===== src/rtl/ipm2t_hssthp_rst_pkg.sv =====
// Shared HSSTHP reset package: sequencer state encodings, counter widths and
// timing constants for the LPLL and TX-lane reset FSMs.
package ipm2t_hssthp_rst_pkg;

  localparam int CNTR_W   = 12;
  localparam int CNTR_MAX = (1 << CNTR_W) - 1;

  localparam int PCS_RST_CNT = 32;
  localparam int LOSS_CNT    = 4;
  localparam int LOSS_W      = 3;
  localparam logic [LOSS_W-1:0] LOSS_LIMIT = LOSS_W'(LOSS_CNT);

  // All microsecond-based delays scale with the free-running clock in MHz.
  function automatic int us_to_cycles(input int freq_mhz, input int us);
    return freq_mhz * us;
  endfunction

  function automatic int lpll_pd_cnt(input int freq_mhz);
    return us_to_cycles(freq_mhz, 40);
  endfunction

  function automatic int lpll_rst_cnt(input int freq_mhz);
    return us_to_cycles(freq_mhz, 1);
  endfunction

  function automatic int lane_pu_cnt(input int freq_mhz);
    return us_to_cycles(freq_mhz, 2);
  endfunction

  function automatic int pma_rst_cnt(input int freq_mhz);
    return us_to_cycles(freq_mhz, 2);
  endfunction

  typedef enum logic [2:0] {
    IDLE      = 3'd0,
    WAIT_LPLL = 3'd1,
    LANE_PU   = 3'd2,
    PMA_RST   = 3'd3,
    PCS_RST   = 3'd4,
    DONE      = 3'd5
  } txlane_state_e;

endpackage


===== src/rtl/ipm2t_hssthp_rst_sync_v1_0.sv =====
// Two-flop synchroniser for asynchronous status inputs; clears to 0 in reset.
module ipm2t_hssthp_rst_sync_v1_0 (
  input  logic clk,
  input  logic rst_n,
  input  logic d,
  output logic q
);

  logic [1:0] sync_q;
  logic [1:0] sync_d;

  always_comb begin
    sync_d = {sync_q[0], d};
  end

  // NOTE: sequential state uses non-blocking assignments so every flop samples
  // pre-edge values; blocking here would collapse the two stages into one.
  always_ff @(posedge clk or negedge rst_n) begin
    if (!rst_n) sync_q <= '0;
    else        sync_q <= sync_d;
  end

  assign q = sync_q[1];

endmodule


===== src/rtl/ipm2t_hssthp_txlane_rst_fsm_v1_0.sv =====
// TX lane reset sequencer: waits for LPLL, powers the lane up, then releases
// PMA and PCS resets in turn; falls back to WAIT_LPLL on PLL loss.
module ipm2t_hssthp_txlane_rst_fsm_v1_0
  import ipm2t_hssthp_rst_pkg::*;
#(
  parameter int FREE_CLOCK_FREQ = 100
) (
  input  logic clk,
  input  logic rst_n,
  input  logic i_lpll_done,
  input  logic pll_lock,
  input  logic i_txlane_rst,
  output logic P_TX_LANE_PD,
  output logic P_TX_PMA_RST,
  output logic P_TX_PCS_RST,
  output logic o_txlane_done
);

  localparam int LANE_PU_CNT = lane_pu_cnt(FREE_CLOCK_FREQ);
  localparam int PMA_RST_CNT = pma_rst_cnt(FREE_CLOCK_FREQ);

  localparam logic [CNTR_W-1:0] LANE_PU_LAST = CNTR_W'(LANE_PU_CNT - 1);
  localparam logic [CNTR_W-1:0] PMA_RST_LAST = CNTR_W'(PMA_RST_CNT - 1);
  localparam logic [CNTR_W-1:0] PCS_RST_LAST = CNTR_W'(PCS_RST_CNT - 1);

  if (LANE_PU_CNT > CNTR_MAX || PMA_RST_CNT > CNTR_MAX ||
      PCS_RST_CNT > CNTR_MAX || LOSS_CNT > CNTR_MAX) begin : g_cntr_range
    $error("txlane reset timing constant exceeds the 12-bit counter range");
  end

  logic lpll_done_s;
  logic lock_s;

  ipm2t_hssthp_rst_sync_v1_0 u_sync_lpll_done (
    .clk   (clk),
    .rst_n (rst_n),
    .d     (i_lpll_done),
    .q     (lpll_done_s)
  );

  ipm2t_hssthp_rst_sync_v1_0 u_sync_pll_lock (
    .clk   (clk),
    .rst_n (rst_n),
    .d     (pll_lock),
    .q     (lock_s)
  );

  txlane_state_e     state_q, state_d;
  logic [CNTR_W-1:0] cntr_q, cntr_d;
  logic [LOSS_W-1:0] loss_cnt_q, loss_cnt_d;
  logic              lane_pd_q, lane_pd_d;
  logic              pma_rst_q, pma_rst_d;
  logic              pcs_rst_q, pcs_rst_d;
  logic              done_q, done_d;
  logic              monitor;
  logic              loss;

  // NOTE: every combinational output gets a default first so no path through
  // the case/if tree leaves a variable unassigned and infers a latch.
  always_comb begin
    state_d    = state_q;
    cntr_d     = '0;
    loss_cnt_d = '0;
    monitor    = state_q inside {LANE_PU, PMA_RST, PCS_RST, DONE};

    if (monitor && !lock_s) begin
      loss_cnt_d = (loss_cnt_q == LOSS_LIMIT) ? loss_cnt_q : loss_cnt_q + 1'b1;
    end
    loss = monitor && (!lpll_done_s || loss_cnt_d == LOSS_LIMIT);

    case (state_q)
      IDLE:      state_d = WAIT_LPLL;
      WAIT_LPLL: if (lpll_done_s && lock_s) state_d = LANE_PU;
      LANE_PU:   if (cntr_q == LANE_PU_LAST) state_d = PMA_RST;
      PMA_RST:   if (cntr_q == PMA_RST_LAST) state_d = PCS_RST;
      PCS_RST:   if (cntr_q == PCS_RST_LAST) state_d = DONE;
      DONE:      state_d = DONE;
      default:   state_d = IDLE;
    endcase

    // Soft reset outranks loss, which outranks normal sequencing.
    if (loss)         state_d = WAIT_LPLL;
    if (i_txlane_rst) state_d = IDLE;

    if (state_d == state_q && state_q inside {LANE_PU, PMA_RST, PCS_RST}) begin
      cntr_d = cntr_q + 1'b1;
    end
    if (!(state_d inside {LANE_PU, PMA_RST, PCS_RST, DONE})) begin
      loss_cnt_d = '0;
    end

    // Outputs are decoded from the next state so they change on the same edge
    // as the transition that causes them.
    lane_pd_d = state_d inside {IDLE, WAIT_LPLL};
    pma_rst_d = !(state_d inside {PCS_RST, DONE});
    pcs_rst_d = (state_d != DONE);
    done_d    = (state_q == DONE) && (state_d == DONE);
  end

  always_ff @(posedge clk or negedge rst_n) begin
    if (!rst_n) begin
      state_q    <= IDLE;
      cntr_q     <= '0;
      loss_cnt_q <= '0;
      lane_pd_q  <= 1'b1;
      pma_rst_q  <= 1'b1;
      pcs_rst_q  <= 1'b1;
      done_q     <= 1'b0;
    end else begin
      state_q    <= state_d;
      cntr_q     <= cntr_d;
      loss_cnt_q <= loss_cnt_d;
      lane_pd_q  <= lane_pd_d;
      pma_rst_q  <= pma_rst_d;
      pcs_rst_q  <= pcs_rst_d;
      done_q     <= done_d;
    end
  end

  assign P_TX_LANE_PD  = lane_pd_q;
  assign P_TX_PMA_RST  = pma_rst_q;
  assign P_TX_PCS_RST  = pcs_rst_q;
  assign o_txlane_done = done_q;

endmodule

===== config.mk =====
export PLATFORM = sky130hd
export DESIGN_NAME = ipm2t_hssthp_txlane_rst_fsm_v1_0
export DESIGN_NICKNAME = d
export VERILOG_FILES = /design/src/rtl/ipm2t_hssthp_rst_pkg.sv /design/src/rtl/ipm2t_hssthp_rst_sync_v1_0.sv /design/src/rtl/ipm2t_hssthp_txlane_rst_fsm_v1_0.sv
export SDC_FILE = /design/constraint.sdc
export NUM_CORES = 1
export LEC_CHECK = 0
export CORE_ASPECT_RATIO = 1.1
export CORE_MARGIN = 5
export CORE_UTILIZATION = 45
export DETAILED_ROUTE_END_ITERATION = 12
export GPL_ROUTABILITY_DRIVEN = 1
export PLACE_DENSITY = 0.66
export SLEW_MARGIN = 25
export SYNTH_ARGS = -nofsm -noshare
export SYNTH_HDL_FRONTEND = slang
export SYNTH_SLANG_ARGS = --single-unit
export TNS_END_PERCENT = 5

===== constraint.sdc =====
create_clock -name clk -period 2.3 [get_ports clk]
set_input_delay 0.345 -clock clk [delete_from_list [all_inputs] [get_ports clk]]
set_output_delay 0.345 -clock clk [all_outputs]
set_load 0.01 [all_outputs]

Run 1, supply network:
Scale: 6 px per µm. Pins as bars on the die edge.
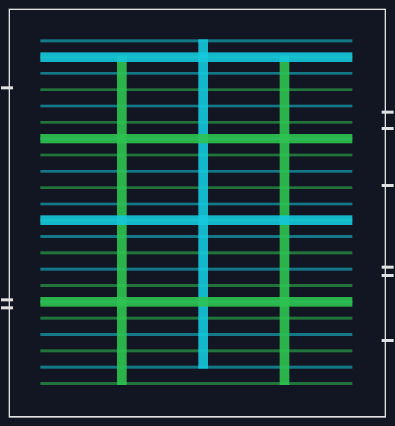
Key: VSS = green; VDD = cyan
The core has 21 rows. 22 met1 rails follow the rows.
worst vdd rail ir drop: 0.000328 V
Floorplan Core Area: 2970 µm²
floorplan die width: 62.4 µm
DIE HEIGHT: 67.7 µm

Run 1, placement by cell class:
Scale: 4 px per µm. Fill, decap, tap and diode cells in grey.
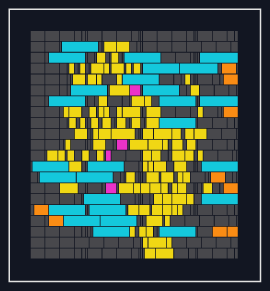
Key: flip-flops = cyan [cells 26]; all other logic = yellow [cells 102]; other buffers and delay cells = orange [cells 9]; clock drivers and dummy loads = magenta [cells 4]

==> qor.json, run 1 <==
{
  "clk_latency_ns": 0.32,
  "fin_max_slew_vios": 0,
  "placed_cells_incl_taps": 171,
  "mostFrequentLayoutCells": "23 x dfrtp_1, 15 x nor2_1, 8 x nor3_1, 8 x clkdlybuf4s50_1",
  "top_register": "cntr_q",
  "drt-total-wl_mm": 2.35,
  "nWellTaps": 34,
  "post-place-ws_ns": 0.348,
  "start_point_of_the_critical_path": "loss_cnt_q[0]",
  "antenna_found_initial": 0,
  "detailroute.via_count": 963,
  "power_frac_comb_pct": 7.3,
  "synthArstFlopShare_pct": 100,
  "top_area_cell_class": "logic gates",
  "ys.flop_type": "dfrtp_1",
  "cpMaxStageDelayCell": "dfrtp_1",
  "antenna_left": 0,
  "synth_cell_types": 42,
  "grt_use_met3_pct": 2.33,
  "sh_seq_area_pct": 43.9,
  "critical_path.endpoint_type": "flip-flop",
  "pwr-share-seq_pct": 66.0,
  "worstSetupPathDepth": 7,
  "synthCells": 132,
  "final_layout_size_suffix_gt1_share_pct": 13.5,
  "h-tree-depth": 1,
  "design.portCount": 9,
  "ff_count": 26,
  "gr-usage-all-layers_pct": 12.9,
  "met3_wirelength_um": 87,
  "fin_tns_setup_ns": 0,
  "clockRootBuffer": "clkbuf_4",
  "synth_flop_count": 26,
  "topCellsByArea": "dfrtp_1 42%, dfstp_2 5.8%, xor2_1 4.5%, nor2_1 4.1%, xnor2_1 3.2%",
  "syn_area_um2": 1360,
  "largest_area_cell": "dfrtp_1",
  "placement_rows": 21,
  "clock_cell_area_share_pct": 1.76,
  "sequential_share_of_the_synthesized_area_pct": 48.1,
  "top_regs": "cntr_q: 12 flops, loss_cnt_q: 3 flops, state_q: 3 flops",
  "n_clock_buffer": 4,
  "stage_log_warnings": 27,
  "cts_tree": "done",
  "reg2reg_from": "loss_cnt_q[0]",
  "synthTopLogicFamily": "simple AND/OR/NAND/NOR gates",
  "postPlaceCellArea_um2": 1470,
  "crit_buf_inv": 1,
  "xor_xnor_portion_of_the_synthesized_cell_area_pct": 7.72,
  "floorplan.initialDensity_pct": 45.8,
  "yosys-top-cells-count": "23 x dfrtp_1, 15 x nor2_1, 8 x nor3_1, 7 x nand2_1, 7 x xor2_1",
  "cts_num_sinks": 26,
  "powerComb_mw": 0.0528,
  "avgSynthCellArea_um2": 10.3,
  "slew_of_the_pin_with_the_lowest_slew_margin_ns": 0.406,
  "holdBufCountCts": 0,
  "drt-initial-drc-count": 28,
  "grt.met2_usage_pct": 22.2,
  "run_status": "finished, final reports clean",
  "dpl.hpwl_mm": 1.72,
  "worst-setup-path-type": "flip-flop to flip-flop",
  "power.internal_mw": 0.556,
  "synth.yosys.num_cells": 132,
  "critical_path_arrival_ns": 2.19,
  "worst_path_dominant_cell_family": "flip-flops",
  "cts_max_path_buffers": 2,
  "syn2layout_area_growth_pct": 9.56,
  "met1_grt_util_pct": 16.0,
  "gpl.final_weighted_congestion": 0.763,
  "layout.core_utilization_pct": 50.2,
  "grt_setup_unrepaired": "false",
  "ys_sh_simple_pct": 29.5,
  "highest_cell_delay_on_the_worst_timing_path_ns": 0.45,
  "io_buffers": 8,
  "layoutNonFillerInstCount": 175,
  "power_density_nw_per_um2": 483,
  "layout.cell_area.non_filler_um2": 1490,
  "endpoint_of_the_worst_setup_timing_path": "cntr_q[1]",
  "first_pass_iters": 4,
  "min_path_type": "input port to async pin",
  "postSynthNetCount": 140,
  "fa_ha_area_share_pct": 2.76,
  "total_nets_final": 150,
  "worst-r2r-cell-count": 7,
  "synth-edff-count": 0,
  "maximum_number_of_pins_on_one_net_before_global_route_repair": 27,
  "r2r_end": "cntr_q[1]",
  "signal_buffer_area_fraction_pct": 5.87
}
Run 1, routed clock nets over the placement:
Scale: 8 px per µm.
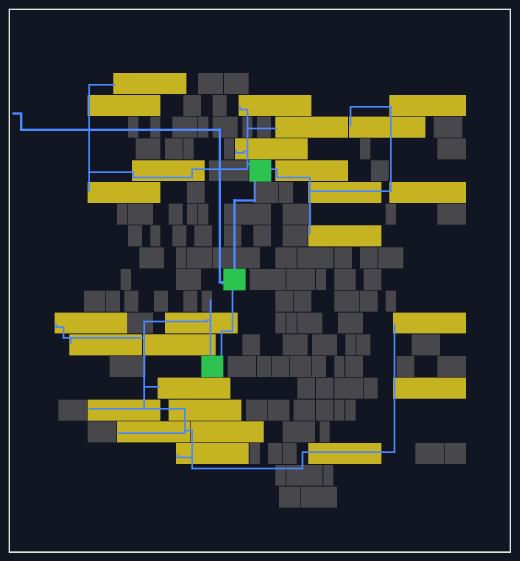
Key: flip-flops = yellow [count 26]; clock wires = blue [length 292 µm]; cells driving clock nets = green [count 3]
Position of the flops: all over the die. There are 4 routed clock nets.
power attributed to the clock group: 0.192 mW
clock power share: 26.7%
Clock Skews: 0.0151 ns

Run 1, signal wires by layer:
Scale: 6 px per µm. Only two layers are drawn.
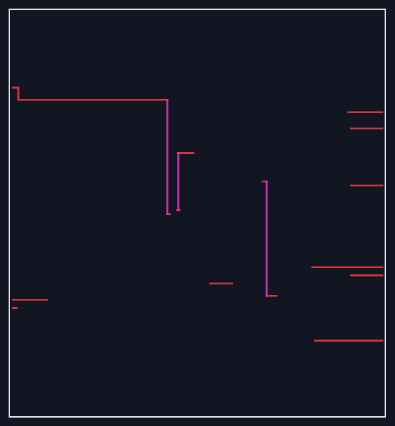

==> run 2, diff against run 1 <==
Settings changed: CAP_MARGIN from default to 20, REMOVE_ABC_BUFFERS from default to 1.
Run 2, signal wires by layer:
Scale: 6 px per µm. Only two layers are drawn.
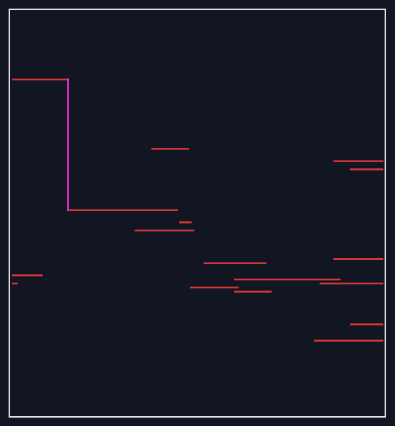
Key: met4 = magenta [wire length 21.8 µm]; met3 = red [wire length 140 µm]
routed vias: 977
Final Routed Wirelength: 2.38 mm

==> run 2 against run 1 <==
Effect of this change:
- design area unchanged
- die size unchanged
- non-clock buffer count unchanged
- via count grew 1.5%
- highest routed layer unchanged
==> qor.json, run 2 <==
{
  "gr-usage-all-layers": {"value": 13.0, "unit": "%", "change": "+0.15 points"},
  "fin_tns_setup": {"value": 0, "unit": "ns", "change": "unchanged"},
  "sh_seq_area": {"value": 43.9, "unit": "%", "change": "unchanged"},
  "drt-initial-drc-count": {"value": 18, "change": "-36%"},
  "ys_sh_simple": {"value": 29.5, "unit": "%", "change": "unchanged"},
  "grt_setup_unrepaired": "false",
  "layout.cell_area.non_filler": {"value": 1490, "unit": "µm²", "change": "unchanged"},
  "clockRootBuffer": "clkbuf_4",
  "crit_buf_inv": {"value": 1, "change": "unchanged"},
  "synth_cell_types": {"value": 42, "change": "unchanged"},
  "syn2layout_area_growth": {"value": 9.56, "unit": "%", "change": "unchanged"},
  "synthCells": {"value": 132, "change": "unchanged"},
  "final_layout_size_suffix_gt1_share": {"value": 13.5, "unit": "%", "change": "unchanged"},
  "synth_flop_count": {"value": 26, "change": "unchanged"},
  "design.portCount": {"value": 9, "change": "unchanged"},
  "skew": {"value": 0.0166, "unit": "ns", "change": "+0.00147 ns"},
  "r2r_end": "cntr_q[3]",
  "post-place-ws": {"value": 0.320, "unit": "ns", "change": "-0.0274 ns"},
  "placement_rows": {"value": 21, "change": "unchanged"},
  "ff_count": {"value": 26, "change": "unchanged"},
  "xor_xnor_portion_of_the_synthesized_cell_area": {"value": 7.72, "unit": "%", "change": "unchanged"},
  "pwr-share-seq": {"value": 65.7, "unit": "%", "change": "-0.3 points"},
  "critical_path_arrival": {"value": 2.22, "unit": "ns", "change": "+0.03 ns"},
  "clock_power": {"value": 0.196, "unit": "mW", "change": "+2%"},
  "cts_num_sinks": {"value": 26, "change": "unchanged"},
  "first_pass_iters": {"value": 4, "change": "unchanged"},
  "top_area_cell_class": "logic gates",
  "run_status": "finished, final reports clean",
  "top_regs": "cntr_q: 12 flops, loss_cnt_q: 3 flops, state_q: 3 flops",
  "power_frac_comb": {"value": 7.2, "unit": "%", "change": "about the same"},
  "cts_tree": "done",
  "met3_wirelength": {"value": 140, "unit": "µm", "change": "+61%"},
  "powerComb": {"value": 0.0523, "unit": "mW", "change": "-0.9%"},
  "layout.core_utilization": {"value": 50.2, "unit": "%", "change": "unchanged"},
  "avgSynthCellArea": {"value": 10.3, "unit": "µm²", "change": "unchanged"},
  "holdBufCountCts": {"value": 0, "change": "unchanged"},
  "fa_ha_area_share": {"value": 2.76, "unit": "%", "change": "unchanged"},
  "antenna_left": {"value": 0, "change": "unchanged"},
  "worstSetupPathDepth": {"value": 7, "change": "unchanged"},
  "met1_grt_util": {"value": 15.7, "unit": "%", "change": "-0.29 points"},
  "io_buffers": {"value": 8, "change": "unchanged"},
  "topCellsByArea": "dfrtp_1 42%, dfstp_2 5.8%, xor2_1 4.5%, nor2_1 4.1%, xnor2_1 3.2%",
  "antenna_found_initial": {"value": 0, "change": "unchanged"},
  "dpl.hpwl": {"value": 1.66, "unit": "mm", "change": "-4.0%"},
  "layoutNonFillerInstCount": {"value": 175, "change": "unchanged"},
  "worst_path_dominant_cell_family": "flip-flops",
  "start_point_of_the_critical_path": "loss_cnt_q[0]",
  "largest_area_cell": "dfrtp_1",
  "highest_cell_delay_on_the_worst_timing_path": {"value": 0.45, "unit": "ns", "change": "about the same"},
  "critical_path.endpoint_type": "flip-flop",
  "reg2reg_from": "loss_cnt_q[0]",
  "placed_cells_incl_taps": {"value": 171, "change": "unchanged"},
  "h-tree-depth": {"value": 1, "change": "unchanged"},
  "power_frac_clock": {"value": 27.1, "unit": "%", "change": "+0.4 points"},
  "placeableCoreArea": {"value": 2970, "unit": "µm²", "change": "unchanged"},
  "slew_of_the_pin_with_the_lowest_slew_margin": {"value": 0.382, "unit": "ns", "change": "-0.0247 ns"},
  "signal_buffer_area_fraction": {"value": 5.87, "unit": "%", "change": "unchanged"},
  "n_clock_buffer": {"value": 4, "change": "unchanged"},
  "maximum_number_of_pins_on_one_net_before_global_route_repair": {"value": 27, "change": "unchanged"},
  "worst-r2r-cell-count": {"value": 7, "change": "unchanged"},
  "synth.yosys.num_cells": {"value": 132, "change": "unchanged"},
  "peakVddDrop": {"value": 0.000411, "unit": "V", "change": "+25%"},
  "synth-edff-count": {"value": 0, "change": "unchanged"},
  "cpMaxStageDelayCell": "dfrtp_1"
}
Run 2, supply network:
Scale: 6 px per µm. Pins as bars on the die edge.
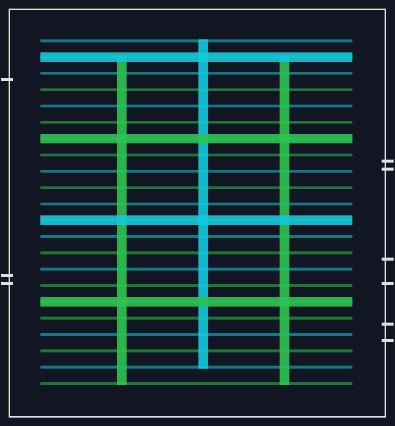
Key: VSS = green; VDD = cyan
The core has 21 rows. 22 met1 rails follow the rows. 3 straps on met4. 4 straps on met5.

Run 2, routed clock nets over the placement:
Scale: 8 px per µm.
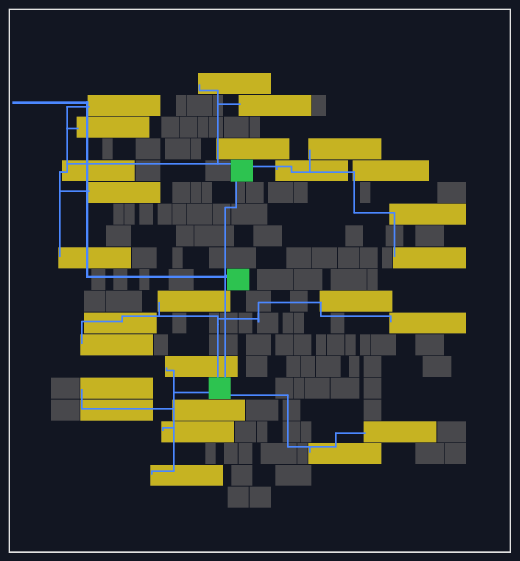

==> run 3, diff against run 2 <==
Settings changed: GPL_TIMING_DRIVEN from default to 0.
Run 3, routed clock nets over the placement:
Scale: 8 px per µm.
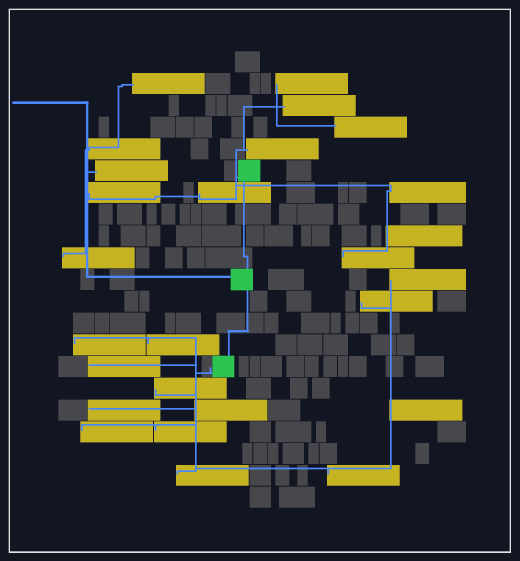
Key: clock wires = blue [length 338 µm]; cells driving clock nets = green [count 3]; flip-flops = yellow [count 26]
There are 4 routed clock nets.
Clock Skews: 0.0129 ns
insertion delay to the later sink of the worst-skew pair: 0.32 ns
power attributed to the clock group: 0.205 mW
clock power share: 28.0%

==> run 3 against run 2 <==
Effect of this change:
- the flow now finishes with violations (negative hold slack)
- critical path depth did not move
- wire length is 0.13% higher
- first-iteration DRC count rose by 140%
- clock power increased by 5%
- via count is 2.0% lower
- die size is the same
- total power rose by 0.86%
- critical endpoint is now cntr_q[5]
- largest power group unchanged
==> qor.json, run 3 <==
{
  "synthCells": {"value": 132, "change": "unchanged"},
  "pwr-share-seq": {"value": 65.1, "unit": "%", "change": "-0.6 points"},
  "critical_path.endpoint_type": "flip-flop",
  "crit_buf_inv": {"value": 1, "change": "unchanged"},
  "io_buffers": {"value": 8, "change": "unchanged"},
  "timing.hold.ws_ns": -0.0204,
  "powerComb": {"value": 0.0502, "unit": "mW", "change": "-4.0%"},
  "largest_area_cell": "dfrtp_1",
  "cts_tree": "done",
  "critical_path_arrival": {"value": 2.23, "unit": "ns", "change": "about the same"},
  "cts_num_sinks": {"value": 26, "change": "unchanged"},
  "placeableCoreArea": {"value": 2970, "unit": "µm²", "change": "unchanged"},
  "design.portCount": {"value": 9, "change": "unchanged"},
  "hold_violations": 17,
  "start_point_of_the_critical_path": "loss_cnt_q[0]",
  "synth.yosys.num_cells": {"value": 132, "change": "unchanged"},
  "drt-initial-drc-count": {"value": 43, "change": "+25"},
  "signal_buffer_area_fraction": {"value": 5.08, "unit": "%", "change": "-0.80 points"},
  "holdBufCountCts": {"value": 0, "change": "unchanged"},
  "met3_wirelength": {"value": 139, "unit": "µm", "change": "-0.71%"},
  "xor_xnor_portion_of_the_synthesized_cell_area": {"value": 7.72, "unit": "%", "change": "unchanged"},
  "worstSetupPathDepth": {"value": 7, "change": "unchanged"},
  "antenna_left": {"value": 0, "change": "unchanged"},
  "r2r_end": "cntr_q[5]",
  "cpMaxStageDelayCell": "dfrtp_1",
  "syn2layout_area_growth_pct": 8.64,
  "avgSynthCellArea": {"value": 10.3, "unit": "µm²", "change": "unchanged"},
  "final_layout_size_suffix_gt1_share": {"value": 13.6, "unit": "%", "change": "+0.096 points"},
  "peakVddDrop": {"value": 0.000379, "unit": "V", "change": "-7.7%"},
  "run_status": "complete, but fails checks",
  "power_frac_comb": {"value": 6.9, "unit": "%", "change": "-0.3 points"},
  "worst_path_dominant_cell_family": "flip-flops",
  "synth_flop_count": {"value": 26, "change": "unchanged"},
  "top_area_cell_class": "logic gates",
  "maximum_number_of_pins_on_one_net_before_global_route_repair": {"value": 27, "change": "unchanged"},
  "ff_count": {"value": 26, "change": "unchanged"},
  "synth_cell_types": {"value": 42, "change": "unchanged"},
  "ys_sh_simple": {"value": 29.5, "unit": "%", "change": "unchanged"},
  "slew_of_the_pin_with_the_lowest_slew_margin": {"value": 0.553, "unit": "ns", "change": "+0.171 ns"},
  "reg2reg_from": "loss_cnt_q[0]",
  "top_regs": "cntr_q: 12 flops, loss_cnt_q: 3 flops, state_q: 3 flops",
  "highest_cell_delay_on_the_worst_timing_path": {"value": 0.45, "unit": "ns", "change": "about the same"},
  "layoutNonFillerInstCount": {"value": 174, "change": "-0.57%"},
  "fin_tns_setup": {"value": 0, "unit": "ns", "change": "unchanged"},
  "n_clock_buffer": {"value": 4, "change": "unchanged"},
  "clockRootBuffer": "clkbuf_4",
  "worst-r2r-cell-count": {"value": 7, "change": "unchanged"},
  "met1_grt_util": {"value": 15.4, "unit": "%", "change": "-0.25 points"},
  "layout.core_utilization": {"value": 49.8, "unit": "%", "change": "-0.42 points"},
  "failed_checks": "negative hold slack",
  "topCellsByArea": "dfrtp_1 42%, dfstp_2 5.8%, xor2_1 4.5%, nor2_1 4.1%, xnor2_1 3.2%",
  "dpl.hpwl": {"value": 1.68, "unit": "mm", "change": "+1.3%"},
  "placed_cells_incl_taps": {"value": 170, "change": "-0.58%"},
  "post-place-ws": {"value": 0.298, "unit": "ns", "change": "-0.0224 ns"},
  "layout.cell_area.non_filler": {"value": 1480, "unit": "µm²", "change": "-0.84%"}
}
Run 3, placement by cell class:
Scale: 4 px per µm. Fill, decap, tap and diode cells in grey.
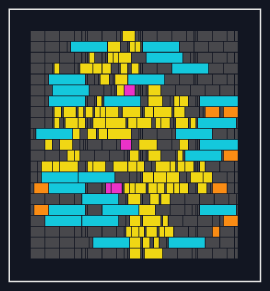
Key: clock drivers and dummy loads = magenta [cells 4]; other buffers and delay cells = orange [cells 8]; all other logic = yellow [cells 102]; flip-flops = cyan [cells 26]

Power and IR drop assume default switching activity.
